`src/rtl/io_port_bridge_if.sv`:
```
`default_nettype none
// ============================================================================
// io_port_bridge_if
// Mesh-side and host-side signals of one io_port_bridge instance.
// Revision: 1.0
// ============================================================================
interface io_port_bridge_if #(
    parameter int DATA_WIDTH = 16,
    parameter int CNT_WIDTH  = 3,
    parameter int HOLD_WIDTH = 4
);
    logic                  io_active_out;
    logic [DATA_WIDTH-1:0] io_data_out;
    logic                  io_active_in;
    logic [DATA_WIDTH-1:0] io_data_in;
    logic [HOLD_WIDTH-1:0] hold_cycles;
    logic                  rx_valid;
    logic                  rx_ready;
    logic [DATA_WIDTH-1:0] rx_data;
    logic [CNT_WIDTH-1:0]  rx_count;
    logic                  rx_overflow;
    logic                  tx_valid;
    logic                  tx_ready;
    logic [DATA_WIDTH-1:0] tx_data;
    logic [CNT_WIDTH-1:0]  tx_count;
    logic                  clear_overflow;

    modport slave (
        input  io_active_out, io_data_out, hold_cycles, rx_ready,
               tx_valid, tx_data, clear_overflow,
        output io_active_in, io_data_in, rx_valid, rx_data, rx_count,
               rx_overflow, tx_ready, tx_count
    );

    modport master (
        output io_active_out, io_data_out, hold_cycles, rx_ready,
               tx_valid, tx_data, clear_overflow,
        input  io_active_in, io_data_in, rx_valid, rx_data, rx_count,
               rx_overflow, tx_ready, tx_count
    );
endinterface
`default_nettype wire

```
`src/rtl/io_port_bridge.sv`:
```
`default_nettype none
// ============================================================================
// io_port_bridge
// External endpoint of a mem_mesh IO port: RX capture FIFO and timed TX FIFO.
// Revision: 1.0
// ============================================================================

module io_port_bridge_fifo #(
    parameter int DATA_WIDTH = 16,
    parameter int FIFO_DEPTH = 4,
    parameter int CNT_WIDTH  = 3
) (
    input  wire                   clk,
    input  wire                   rst_n,
    input  wire                   push,
    input  wire                   pop,
    input  wire  [DATA_WIDTH-1:0] wdata,
    output logic [DATA_WIDTH-1:0] rdata,
    output logic [CNT_WIDTH-1:0]  count
);
    localparam int PTR_W = $clog2(FIFO_DEPTH);

    logic [DATA_WIDTH-1:0] mem_q [FIFO_DEPTH];
    logic [DATA_WIDTH-1:0] mem_d [FIFO_DEPTH];
    logic [PTR_W-1:0]      wr_ptr_q, wr_ptr_d;
    logic [PTR_W-1:0]      rd_ptr_q, rd_ptr_d;
    logic [CNT_WIDTH-1:0]  count_q, count_d;

    // The caller guarantees push is never issued when full without a pop,
    // and pop never when empty, so count cannot leave 0..FIFO_DEPTH.
    always_comb begin
        mem_d    = mem_q;
        wr_ptr_d = wr_ptr_q;
        rd_ptr_d = rd_ptr_q;
        count_d  = count_q;
        if (push) begin
            mem_d[wr_ptr_q] = wdata;
            wr_ptr_d        = wr_ptr_q + PTR_W'(1);
        end
        if (pop) begin
            rd_ptr_d = rd_ptr_q + PTR_W'(1);
        end
        case ({push, pop})
            2'b10:   count_d = count_q + CNT_WIDTH'(1);
            2'b01:   count_d = count_q - CNT_WIDTH'(1);
            default: count_d = count_q;
        endcase
    end

    always_ff @(posedge clk or negedge rst_n) begin
        if (!rst_n) begin
            for (int i = 0; i < FIFO_DEPTH; i++) begin
                mem_q[i] <= '0;
            end
            wr_ptr_q <= '0;
            rd_ptr_q <= '0;
            count_q  <= '0;
        end else begin
            mem_q    <= mem_d;
            wr_ptr_q <= wr_ptr_d;
            rd_ptr_q <= rd_ptr_d;
            count_q  <= count_d;
        end
    end

    assign rdata = mem_q[rd_ptr_q];
    assign count = count_q;
endmodule

module io_port_bridge #(
    parameter int DATA_WIDTH = 16,
    parameter int FIFO_DEPTH = 4,
    parameter int CNT_WIDTH  = 3,
    parameter int HOLD_WIDTH = 4
) (
    input  wire               clk,
    input  wire               rst_n,
    io_port_bridge_if.slave   bus
);
    localparam logic [CNT_WIDTH-1:0] FULL_CNT = CNT_WIDTH'(FIFO_DEPTH);

    typedef enum logic [0:0] {
        IDLE    = 1'b0,
        PRESENT = 1'b1
    } tx_state_t;

    // ------------------------------------------------------------------ RX
    logic                  rx_push, rx_pop, rx_full, rx_valid;
    logic [DATA_WIDTH-1:0] rx_head;
    logic [CNT_WIDTH-1:0]  rx_count;
    logic                  rx_overflow_q, rx_overflow_d;

    assign rx_valid = (rx_count != '0);
    assign rx_full  = (rx_count == FULL_CNT);
    assign rx_pop   = rx_valid && bus.rx_ready;
    assign rx_push  = bus.io_active_out && (!rx_full || rx_pop);

    io_port_bridge_fifo #(
        .DATA_WIDTH (DATA_WIDTH),
        .FIFO_DEPTH (FIFO_DEPTH),
        .CNT_WIDTH  (CNT_WIDTH)
    ) u_rx_fifo (
        .clk   (clk),
        .rst_n (rst_n),
        .push  (rx_push),
        .pop   (rx_pop),
        .wdata (bus.io_data_out),
        .rdata (rx_head),
        .count (rx_count)
    );

    // A new drop beats a same-cycle clear so no overflow event is lost.
    always_comb begin
        rx_overflow_d = rx_overflow_q;
        if (bus.clear_overflow) begin
            rx_overflow_d = 1'b0;
        end
        if (bus.io_active_out && rx_full && !rx_pop) begin
            rx_overflow_d = 1'b1;
        end
    end

    always_ff @(posedge clk or negedge rst_n) begin
        if (!rst_n) begin
            rx_overflow_q <= 1'b0;
        end else begin
            rx_overflow_q <= rx_overflow_d;
        end
    end

    assign bus.rx_valid    = rx_valid;
    assign bus.rx_data     = rx_head;
    assign bus.rx_count    = rx_count;
    assign bus.rx_overflow = rx_overflow_q;

    // ------------------------------------------------------------------ TX
    logic                  tx_push, tx_pop, tx_ready, tx_nonempty;
    logic [DATA_WIDTH-1:0] tx_head;
    logic [CNT_WIDTH-1:0]  tx_count;
    logic [HOLD_WIDTH-1:0] hold_load;

    tx_state_t             state_q, state_d;
    logic [HOLD_WIDTH-1:0] hold_q, hold_d;
    logic [DATA_WIDTH-1:0] present_q, present_d;

    assign tx_ready    = (tx_count != FULL_CNT);
    assign tx_nonempty = (tx_count != '0);
    assign tx_push     = bus.tx_valid && tx_ready;
    assign hold_load   = (bus.hold_cycles == '0) ? HOLD_WIDTH'(1) : bus.hold_cycles;

    io_port_bridge_fifo #(
        .DATA_WIDTH (DATA_WIDTH),
        .FIFO_DEPTH (FIFO_DEPTH),
        .CNT_WIDTH  (CNT_WIDTH)
    ) u_tx_fifo (
        .clk   (clk),
        .rst_n (rst_n),
        .push  (tx_push),
        .pop   (tx_pop),
        .wdata (bus.tx_data),
        .rdata (tx_head),
        .count (tx_count)
    );

    // Reloading on the last hold cycle keeps io_active_in high between words.
    always_comb begin
        state_d   = state_q;
        hold_d    = hold_q;
        present_d = present_q;
        tx_pop    = 1'b0;
        case (state_q)
            IDLE: begin
                if (tx_nonempty) begin
                    tx_pop    = 1'b1;
                    present_d = tx_head;
                    hold_d    = hold_load;
                    state_d   = PRESENT;
                end
            end
            PRESENT: begin
                if (hold_q <= HOLD_WIDTH'(1)) begin
                    if (tx_nonempty) begin
                        tx_pop    = 1'b1;
                        present_d = tx_head;
                        hold_d    = hold_load;
                    end else begin
                        state_d = IDLE;
                    end
                end else begin
                    hold_d = hold_q - HOLD_WIDTH'(1);
                end
            end
            default: state_d = IDLE;
        endcase
    end

    always_ff @(posedge clk or negedge rst_n) begin
        if (!rst_n) begin
            state_q   <= IDLE;
            hold_q    <= '0;
            present_q <= '0;
        end else begin
            state_q   <= state_d;
            hold_q    <= hold_d;
            present_q <= present_d;
        end
    end

    assign bus.io_active_in = (state_q == PRESENT);
    assign bus.io_data_in   = present_q;
    assign bus.tx_ready     = tx_ready;
    assign bus.tx_count     = tx_count;
endmodule
`default_nettype wire

```
`src/flat_wrapper.sv`:
```
// flat-port wrapper written by rule: the top's interface ports become plain ports
module io_port_bridge_flat 
#(
    parameter int DATA_WIDTH = 16,
    parameter int FIFO_DEPTH = 4,
    parameter int CNT_WIDTH  = 3,
    parameter int HOLD_WIDTH = 4
)
  (clk, rst_n, bus_io_active_out, bus_io_data_out, bus_hold_cycles, bus_rx_ready, bus_tx_valid, bus_tx_data, bus_clear_overflow, bus_io_active_in, bus_io_data_in, bus_rx_valid, bus_rx_data, bus_rx_count, bus_rx_overflow, bus_tx_ready, bus_tx_count);
  io_port_bridge_if #(.DATA_WIDTH(DATA_WIDTH), .CNT_WIDTH(CNT_WIDTH), .HOLD_WIDTH(HOLD_WIDTH)) bus_i ();
  input  wire clk;
  input  wire rst_n;
  input wire logic [$bits(bus_i.io_active_out)-1:0] bus_io_active_out;
  input wire logic [$bits(bus_i.io_data_out)-1:0] bus_io_data_out;
  input wire logic [$bits(bus_i.hold_cycles)-1:0] bus_hold_cycles;
  input wire logic [$bits(bus_i.rx_ready)-1:0] bus_rx_ready;
  input wire logic [$bits(bus_i.tx_valid)-1:0] bus_tx_valid;
  input wire logic [$bits(bus_i.tx_data)-1:0] bus_tx_data;
  input wire logic [$bits(bus_i.clear_overflow)-1:0] bus_clear_overflow;
  output wire logic [$bits(bus_i.io_active_in)-1:0] bus_io_active_in;
  output wire logic [$bits(bus_i.io_data_in)-1:0] bus_io_data_in;
  output wire logic [$bits(bus_i.rx_valid)-1:0] bus_rx_valid;
  output wire logic [$bits(bus_i.rx_data)-1:0] bus_rx_data;
  output wire logic [$bits(bus_i.rx_count)-1:0] bus_rx_count;
  output wire logic [$bits(bus_i.rx_overflow)-1:0] bus_rx_overflow;
  output wire logic [$bits(bus_i.tx_ready)-1:0] bus_tx_ready;
  output wire logic [$bits(bus_i.tx_count)-1:0] bus_tx_count;
  assign bus_i.io_active_out = bus_io_active_out;
  assign bus_i.io_data_out = bus_io_data_out;
  assign bus_i.hold_cycles = bus_hold_cycles;
  assign bus_i.rx_ready = bus_rx_ready;
  assign bus_i.tx_valid = bus_tx_valid;
  assign bus_i.tx_data = bus_tx_data;
  assign bus_i.clear_overflow = bus_clear_overflow;
  assign bus_io_active_in = bus_i.io_active_in;
  assign bus_io_data_in = bus_i.io_data_in;
  assign bus_rx_valid = bus_i.rx_valid;
  assign bus_rx_data = bus_i.rx_data;
  assign bus_rx_count = bus_i.rx_count;
  assign bus_rx_overflow = bus_i.rx_overflow;
  assign bus_tx_ready = bus_i.tx_ready;
  assign bus_tx_count = bus_i.tx_count;
  io_port_bridge #(.DATA_WIDTH(DATA_WIDTH), .FIFO_DEPTH(FIFO_DEPTH), .CNT_WIDTH(CNT_WIDTH), .HOLD_WIDTH(HOLD_WIDTH)) u_core (.clk(clk), .rst_n(rst_n), .bus(bus_i));
endmodule
```
`config.mk`:
```
export PLATFORM = sky130hd
export DESIGN_NAME = io_port_bridge_flat
export DESIGN_NICKNAME = d
export VERILOG_FILES = /design/src/rtl/io_port_bridge_if.sv /design/src/rtl/io_port_bridge.sv /design/src/flat_wrapper.sv
export SDC_FILE = /design/constraint.sdc
export NUM_CORES = 1
export LEC_CHECK = 0
export CORE_MARGIN = 2
export CORE_UTILIZATION = 61
export DETAILED_ROUTE_END_ITERATION = 10
export GPL_TIMING_DRIVEN = 0
export HOLD_SLACK_MARGIN = 0.02
export PLACE_DENSITY = 0.85
export SETUP_SLACK_MARGIN = 0.2
export SLEW_MARGIN = 20
export SYNTH_ARGS = -nofsm -noshare
export SYNTH_HDL_FRONTEND = slang
export SYNTH_HIERARCHICAL = 1
export SYNTH_SLANG_ARGS = --single-unit
```
`constraint.sdc`:
```
create_clock -name clk -period 6.9 [get_ports clk]
set_clock_uncertainty 0.1 [all_clocks]
set_input_delay 1.38 -clock clk [delete_from_list [all_inputs] [get_ports clk]]
set_output_delay 1.38 -clock clk [all_outputs]
set_load 0.005 [all_outputs]
```
==> run_1/placement_by_type.png <==
Fill, decap, tap and diode cells in gray.
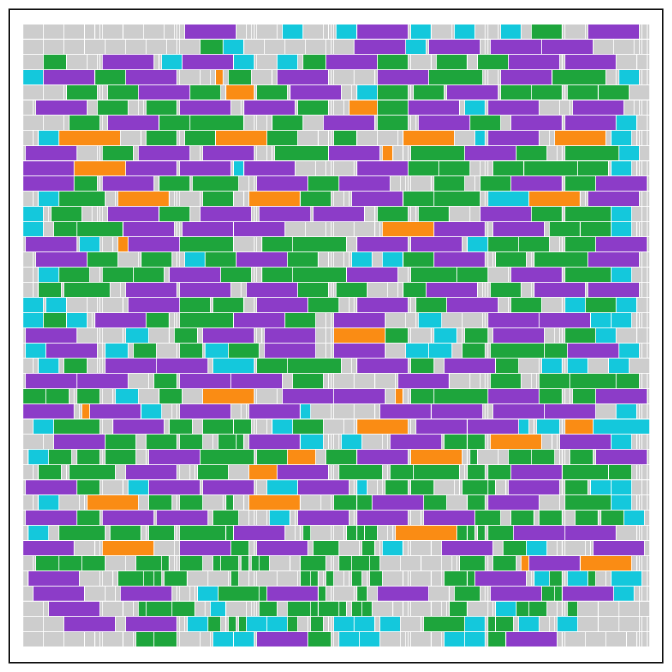
| class | color | cells |
|---|---|---|
| combinational and other logic | green | 268 |
| clock drivers and dummy loads | orange | 30 |
| flops | purple | 164 |
| other buffers and delay cells | cyan | 104 |
post-route cell area: 0.009414 mm²
fraction of area in registers: 43.59%
FP Rows: 41
Core ar.: 0.01252 mm²
post-layout util: 75.21%

==> run_1/clocks.png <==
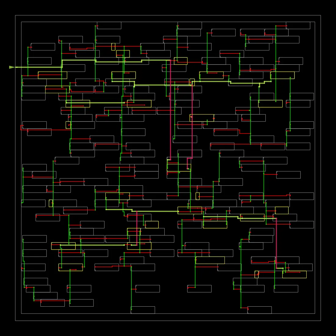
flop count: 164
clk_lat worst skew: 0.41 ns
clk sink count: 164
total CTS buffers: 17
Clk. pwr: 0.000922 W

==> summary.txt, run 1 <==
fresh numbers from the pnr run: outcome=completed, Maximum Capacitance Violations=0, min Tclk post-route=around 3.6 ns, Clock-cell share=~6.2%, multi-input gates=roughly 260, ant diodes=0, drt first-iter violations=between 200 and 300, # hold bufs at CTS=0, Root Driver=clkbuf_16, Sequential Area=just over 0.004 mm², VDD IR max=roughly 0.00031 V, Nets at Floorplan=approximately 500, postcts setup bufs=0, worst min-delay path endpoint=u_core/u_rx_fifo/mem_q[36], endpoint type of the worst setup path=output pin, Pins Over Slew Limit=0, final tally of setup violations=0, non-clock inverter instance count of the final layout=13, Vias/cell=between 5 and 6, flop2flop setup slack=a little over 4 ns, GRT overflow=0, clock transition at the registers of the reported paths=about 0.060 ns, Required @ worst endpoint=between 5 and 6 ns, routed vias=about 4000
==> run_1/metal_density.png <==
The bar under the picture is 20 µm long. The die is cut into 23 by 23 equal tiles; dark blue is low, red is high, scaled to the fullest tile. Values are wire area over tile area, all layers added.
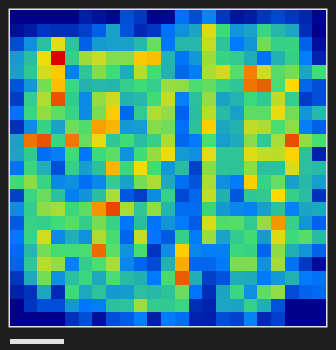
fullest tile: 0.41
tiles over half the peak: 29%
nearly empty tiles: 4.0%

==> run_1/layer_met3.png <==
The bar under the picture is 20 µm long.
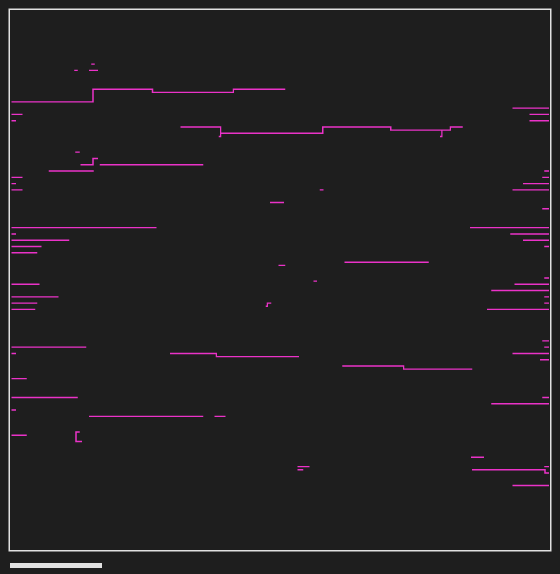
nets with wire on the layer: 58
main direction: horizontal

## run 1: per-stage QoR
stage	instance area (µm²)	setup TNS [ns]	hold WS, ns	power, W
after global placement	8802	-312.82	0.3788	0.003840
after floorplan	7756	0	0.3703	0.003226
after CTS	9414	0	0.3993	0.004905
after global routing	9414	0	0.4115	0.005128
final	9414	0	0.3984	0.004857
after detailed placement	8835	0	0.3853	0.003950
## run 1: registers in the layout, indices dropped and copies added, names as in the netlist
name and flops:
u_core/bus.io_active_in 1, u_core/bus.io_data_in 16, u_core/bus.rx_overflow 1, u_core/hold_q 4, u_core/u_rx_fifo/count 3, u_core/u_rx_fifo/mem_q 64, u_core/u_rx_fifo/rd_ptr_q 2, u_core/u_rx_fifo/wr_ptr_q 2
u_core/u_tx_fifo/count 3, u_core/u_tx_fifo/mem_q 64, u_core/u_tx_fifo/rd_ptr_q 2, u_core/u_tx_fifo/wr_ptr_q 2
## run 1: cell families after synthesis
group           count (synthesis)  synth area share [%]
mux                           179                 35.70
flops                         164                 52.91
fa+ha+maj                      14                 2.452
buf+inv                        33                 3.307
simple gates                   43                 3.598
xor+xnor                       12                 1.355
compound gates                  7                0.6775
## run 1: where the power goes
group / internal [W] / switching (W)
combinational: 0.00143 / 0.000749
sequential: 0.00146 / 0.000294
clock: 0.000576 / 0.000346
## run 1: cell usage in the layout, fill, tap and decap left out, types with 2 or more instances in the layout
master,instances
clkbuf_8,5
bufinv_16,2
buf_6,10
fa_1,2
nand4_1,2
clkdlybuf4s50_1,82
dfrtp_1,164
clkinv_2,2
xor2_1,7
buf_4,2
nand3_1,5
and2_1,2
nand2_1,10
nor3_1,2
or3_1,3
nand2_4,9
mux4_2,16
mux2_2,57
buf_12,2
xnor2_1,5
buf_8,2
mux4_1,16
inv_1,13
mux2_4,89
clkbuf_1,4
clkbuf_16,17
o21ai_0,5
buf_2,5
nor2_1,5
ha_1,12
## run 1: Yosys cell counts, drive strengths merged
cell type | instances | share of area (%)
buf | 20 | 2.7
nand2 | 19 | 1.8
mux2 | 146 | 26
nand3b | 1 | 0.097
nor4b | 1 | 0.11
nor3 | 2 | 0.13
fa | 2 | 0.52
xnor2 | 5 | 0.56
mux4 | 32 | 10
dfrtp | 164 | 53
xor2 | 7 | 0.79
nand4b | 1 | 0.11
ha | 12 | 1.9
nor2 | 5 | 0.24
inv | 13 | 0.63
mux2i | 1 | 0.13
a31oi | 1 | 0.081
or3 | 4 | 0.39
o31ai | 1 | 0.27
nor2b | 1 | 0.081
nand4 | 2 | 0.16
nand3 | 5 | 0.32
and2 | 2 | 0.16
o21ai | 5 | 0.32
## run 1: how the worst max path moves through the flow
stage                                      endpoint  slack, ns  cells past startpoint
after global placement    u_core/bus.io_data_in[11]      -1.92                      1
after detailed placement  u_core/u_rx_fifo/count[1]       3.28                      8
final                               bus_rx_data[13]       3.28                      4
after floorplan           u_core/u_rx_fifo/count[1]       3.84                      7
after global routing                bus_rx_data[13]       3.18                      4
after CTS                           bus_rx_data[13]       3.26                      4
## run 1: layer usage
layer,routed length [µm],vias to the layer above,global-route usage [%]
li1,-,1846,-
met1,6218,2149,29.48
met5,0,-,0
met4,163,0,6.196
met3,558,15,6.175
met2,7594,84,39.69
==> run_1/layer_met1.png <==
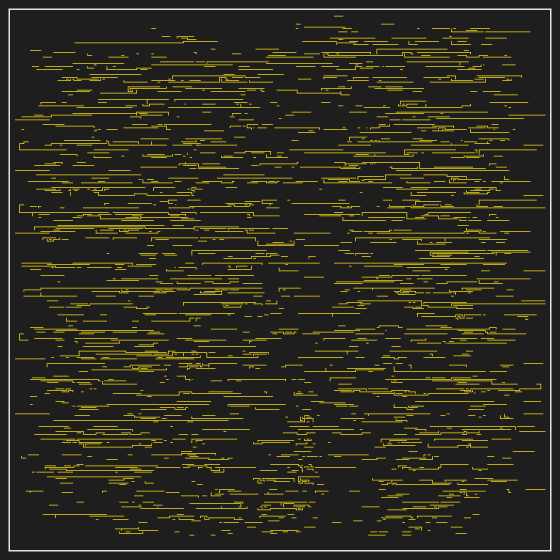

--- run 2 (diff from run 1) ---
- CORE_UTILIZATION: 61 -> 51
- PLACE_DENSITY: 0.85 -> 0.76
- clock period: 6.9 -> 3.3 ns (I/O delays scaled with it)
==> run_2/layer_met1.png <==
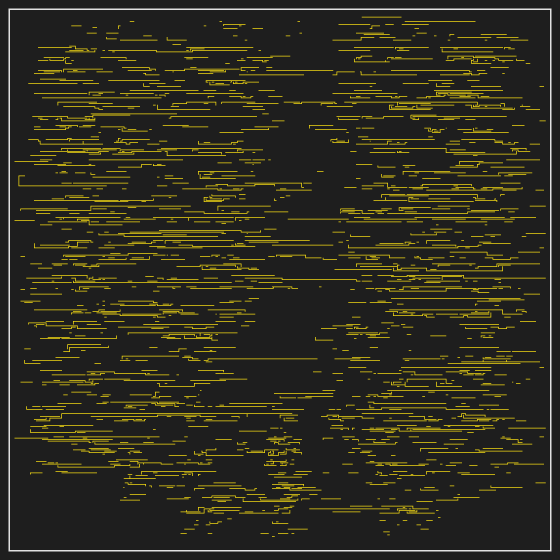
main direction: horizontal
wire length on this layer: 6460 µm
nets with wire on the layer: 555
share of all routed wire: 45%
Total Wirelength: 14.49 mm
GRT met1 Usage: 25.68%

==> run_2/layer_met3.png <==
The bar under the picture is 50 µm long.
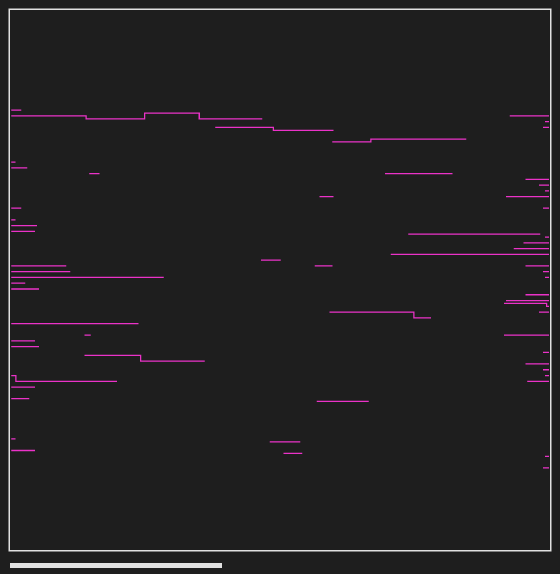
wire length on this layer: 575 µm
nets with wire on the layer: 53
longest straight run: 37.0 µm
main direction: horizontal

==> summary.txt, run 2 <==
fresh numbers from the pnr run: outcome=completed, clk_lat worst skew=0.43 ns (+0.02 ns), FP Rows=45 (+9.8%), Top-area cell share=52.91% (unchanged), # hold bufs at CTS=0 (unchanged), Core ar.=0.01503 mm² (+20%), Pins Over Slew Limit=0 (unchanged), ys async rst share=100.0% (unchanged), drt first-iter violations=296 (+13%), P_int=0.007245 W (+110%), routed vias=4091 (-0.073%), Vias/cell=5.419 (-2.3%), most frequent logic cell in the layout=dfrtp_1, Net Sw Power=0.002941 W (+110%), Required @ worst endpoint=2.54 ns (-2.88 ns), sw frac=28.87% (+0.26 points), most frequent cell after synthesis=dfrtp_1, CTS tree=yes, Nets at Floorplan=508 (unchanged), final tally of setup violations=0 (unchanged), clock transition at the registers of the reported paths=0.06 ns (about the same), worst path arrival time=2.17 ns, Setup TNS=0 ns (unchanged), clk sink count=164 (unchanged), VDD IR max=0.0006019 V (+93%), post-layout util=62.89% (-12 points), postcts setup bufs=0 (unchanged), most frequent cells in the layout=164 x dfrtp_1, 89 x mux2_4, 82 x clkdlybuf4s50_1, Root Driver=clkbuf_16, ant diodes=0 (unchanged), Layout Cells excl Fill=755, GRT overflow=0 (unchanged), Maximum Capacitance Violations=0 (unchanged), top cells, area=dfrtp_1 53%, mux2_4 17%, mux2_2 8.3%, mux4_1 5.4%, mux4_2 4.6%, Critical R2R Launch=u_core/hold_q[0], Commonest flop=dfrtp_1, clock share of power=19.6% (+0.6 points), power per cell area=~1100 mW/mm², combinational cell fraction of total power=44.6% (-0.2 points), endpoint type of the worst setup path=output pin, Reg power frac=35.8% (-0.4 points), CP Class=register to output pin, Post-synth EDFFs=0 (unchanged)
-- run 2: cell counts after synthesis --
Identical to the previous run, type by type.
-- run 2: power by group through the flow --
stage          clock network [W]  registers, W  logic, W
2_1_floorplan                  0       0.00350   0.00325
3_3_place_gp                   0       0.00359   0.00446
3_5_place_dp                   0       0.00367   0.00459
4_1_cts                  0.00205       0.00365   0.00461
5_1_grt                  0.00214       0.00378   0.00489
6_report                 0.00200       0.00365   0.00454
-- run 2: stage by stage --
step	instance area (µm²)	power, W	hold slack [ns]
6_report	9454	0.01019	0.06402
5_1_grt	9454	0.01081	0.08879
4_1_cts	9454	0.01031	0.07924
3_5_place_dp	8855	0.008258	0.3853
3_3_place_gp	8822	0.008047	0.3794
2_1_floorplan	7756	0.006746	0.2644
-- run 2: cell type report --
type / instances / area [µm²] / share of cell area, %
Tap cell: 188 / 235.2 / 2.488
Buffer: 20 / 207.7 / 2.197
Clock buffer: 18 / 439.2 / 4.645
Multi-Input combinational cell: 255 / 3396 / 35.92
Inverter: 13 / 48.80 / 0.5161
Clock inverter: 13 / 160.2 / 1.694
Timing Repair Buffer: 84 / 863.3 / 9.132
Sequential cell: 164 / 4104 / 43.41
-- run 2: per-layer routing --
metal	vias to the layer above	global-route usage (%)	part of all wire, %
met5	-	0	0
li1	1847	-	-
met4	0	4.654	0.68
met2	72	32.31	51
met3	8	5.193	4.0
met1	2164	25.68	45
-- run 2: logic make-up after synthesis --
logic type                 share of synthesized area (%)
muxes                                              35.70
DFF                                                52.91
and+or+nand+nor                                    3.598
buffers and inverters                              3.307
adders and majority gates                          2.452
xor gates and xnor gates                           1.355
AOI/OAI and AO/OA                                 0.6775
-- run 2: final timing paths --
path	cells past startpoint	endpoint	slack, ns
min reg2reg	1	u_core/u_rx_fifo/mem_q[47]	0.40
max	4	bus_rx_data[13]	0.37
min	1	u_core/u_rx_fifo/mem_q[48]	0.06
max reg2reg	13	u_core/u_tx_fifo/count[2]	0.54
max in group asynchronous	2	u_core/u_rx_fifo/mem_q[53]	2.17
min in group clk	1	u_core/u_rx_fifo/mem_q[47]	0.40
-- run 2: critical path, stage by stage, from the launching register on --
cell	delay [ns]
dfrtp_1	0.32
buf_2	0.24
buf_2	0.34
mux4_2	0.38
clkdlybuf4s50_1	0.47
==> run_2/clocks.png <==
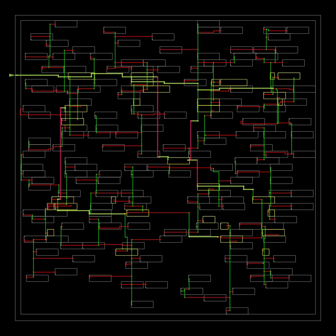

--- run 3 (diff from run 2) ---
- CELL_PAD_IN_SITES_DETAIL_PLACEMENT: default -> 0
- CELL_PAD_IN_SITES_GLOBAL_PLACEMENT: default -> 1
- CORE_UTILIZATION: 51 -> 44
- PLACE_DENSITY: 0.76 -> default
- PLACE_DENSITY_LB_ADDON: default -> 0.1
==> run_3/clocks.png <==
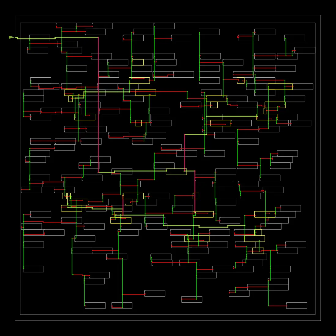
clkbuf count: 21
Clk. pwr: 0.00187 W

==> summary.txt, run 3 <==
fresh numbers from the pnr run: GRT overflow=0 (unchanged), routed vias=4104 (+0.32%), clock transition at the registers of the reported paths=0.06 ns (about the same), Setup TNS=0 ns (unchanged), WHS=0.1030 ns (+0.03901 ns), FP Rows=48 (+6.7%), post-route cell area=0.009465 mm² (+0.12%), clock share of power=18.7% (-0.9 points), CTS tree=yes, wire length on met1=6.657 mm (+3.1%), Nets at Floorplan=508 (unchanged), P_int=0.007121 W (-1.7%), Post-DP HPWL=slightly below 10 mm, Top-area cell share=52.91% (unchanged), most frequent cell after synthesis=dfrtp_1, Pins Over Slew Limit=0 (unchanged), Total Wirelength=14.89 mm (+2.8%), Commonest flop=dfrtp_1, clk_lat worst skew=0.41 ns (-0.02 ns), cell mode on critical path=buf_2, ys async rst share=100.0% (unchanged), Required @ worst endpoint=2.54 ns (about the same), Vias/cell=5.175 (-4.5%), Root Driver=clkbuf_16, Leakage=~4.4 nW, worst path arrival time=2.15 ns (-0.02 ns), most frequent logic cell in the layout=dfrtp_1, wire length on met2=7.543 mm (+2.5%), CP Class=register to output pin, clk sink count=164 (unchanged), outcome=completed, Maximum Capacitance Violations=0 (unchanged), top cells, area=dfrtp_1 53%, mux2_4 17%, mux2_2 8.3%, mux4_1 5.4%, mux4_2 4.6%, Post-synth EDFFs=0 (unchanged), final tally of setup violations=0 (unchanged), Critical Path Max Stage Delay=0.46 ns (about the same), drt first-iter violations=160 (-46%), VDD IR max=0.0005278 V (-12%), endpoint type of the worst setup path=output pin, Slowest cell on crit path=clkdlybuf4s50_1, postcts setup bufs=0 (unchanged), first-pass GRT wire length=around 24 mm, Placed Area=0.008901 mm² (+0.52%), most frequent cells in the layout=164 x dfrtp_1, 89 x mux2_4, 82 x clkdlybuf4s50_1, crit-path cells=buf_2 -> buf_2 -> mux4_2 -> clkdlybuf4s50_1, # hold bufs at CTS=0 (unchanged), Top Metal Used=met4, Core ar.=0.01724 mm² (+15%)
==> run_3/placement_by_type.png <==
Fill, decap, tap and diode cells in gray.
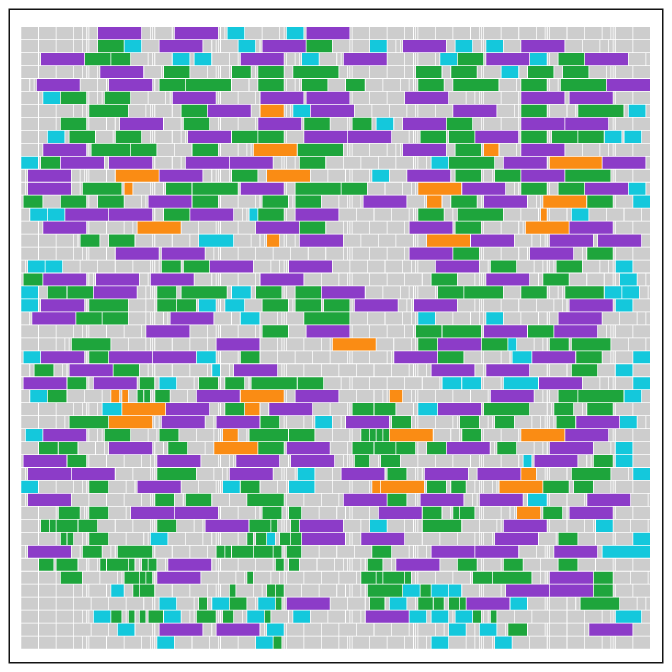
| class | color | cells |
|---|---|---|
| flops | purple | 164 |
| clock drivers and dummy loads | orange | 32 |
| other buffers and delay cells | cyan | 104 |
| combinational and other logic | green | 268 |

run 3: cell types whose count changed in the layout (fill, tap and decap cells not counted):
| cell | before | now |
|---|---|---|
| bufinv_16 | 3 | 1 |
| clkbuf_1 | 0 | 2 |
| clkbuf_8 | 1 | 2 |
| clkinv_4 | 2 | 4 |
| clkinvlp_4 | 5 | 2 |
| inv_6 | 0 | 1 |
run 3: worst paths after layout:
path,start,to,slack (ns),depth (start not counted)
setup reg to reg,u_core/hold_q[0],u_core/u_tx_fifo/count[2],0.53,13
setup / recovery,u_core/u_rx_fifo/rd_ptr_q[1],bus_rx_data[14],0.39,4
max in group asynchronous,rst_n,u_core/bus.io_data_in[10],2.15,2
hold / removal,rst_n,u_core/u_rx_fifo/mem_q[33],0.10,1
hold reg to reg,u_core/u_rx_fifo/mem_q[47],u_core/u_rx_fifo/mem_q[47],0.40,1
min in group clk,u_core/u_rx_fifo/mem_q[47],u_core/u_rx_fifo/mem_q[47],0.40,1
run 3: cell type report:
class / instances / area (µm²)
Timing Repair Buffer: 84 / 863.3
Inverter: 13 / 48.80
Sequential cell: 164 / 4104
Buffer: 20 / 207.7
Fill cell: 1358 / 7771
Clock buffer: 21 / 460.4
Tap cell: 225 / 281.5
Clock inverter: 11 / 103.9
Multi-Input combinational cell: 255 / 3396
run 3: cell families after synthesis:
family	count (synthesis)	synth area share, %
AND-OR/OR-AND	7	0.6775
XOR/XNOR	12	1.355
adder cells (fa/ha/maj)	14	2.452
buffers and inverters	33	3.307
flip-flops	164	52.91
multiplexers	179	35.70
AND/OR/NAND/NOR	43	3.598
run 3: power by group through the flow:
stage	logic (W)	clock network, W	registers, W
after floorplan	0.00325	0	0.00350
after global placement	0.00450	0	0.00360
after detailed placement	0.00460	0	0.00366
after CTS	0.00461	0.00194	0.00364
after global routing	0.00489	0.00203	0.00377
final	0.00452	0.00187	0.00364
run 3: metal layers:
layer / global-route usage (%) / vias to the layer above
met1: 22.57 / 2154
li1: - / 1868
met4: 4.009 / 0
met2: 28.86 / 73
met3: 4.519 / 9
met5: 0 / -
run 3: per-stage QoR:
step | utilization (%) | std cells | total power (W) | worst slack [ns]
floorplan | - | 452 | 0.006746 | 0.8616
global placement | 51.45 | 760 | 0.008103 | -5.121
finish | 54.91 | 793 | 0.01004 | 0.3868
detailed placement | 51.64 | 761 | 0.008260 | 0.4195
global route | 54.91 | 793 | 0.01069 | 0.2915
CTS | 54.91 | 793 | 0.01019 | 0.3518
run 3: worst max-delay path: cells and delay by family (launching register included):
| family | cells | cell delay, ns |
|---|---|---|
| buffers and inverters | 3 | 1.04 |
| DFF | 1 | 0.32 |
| muxes | 1 | 0.38 |
Power figures rest on the tool's default switching activity, not on a simulated workload.
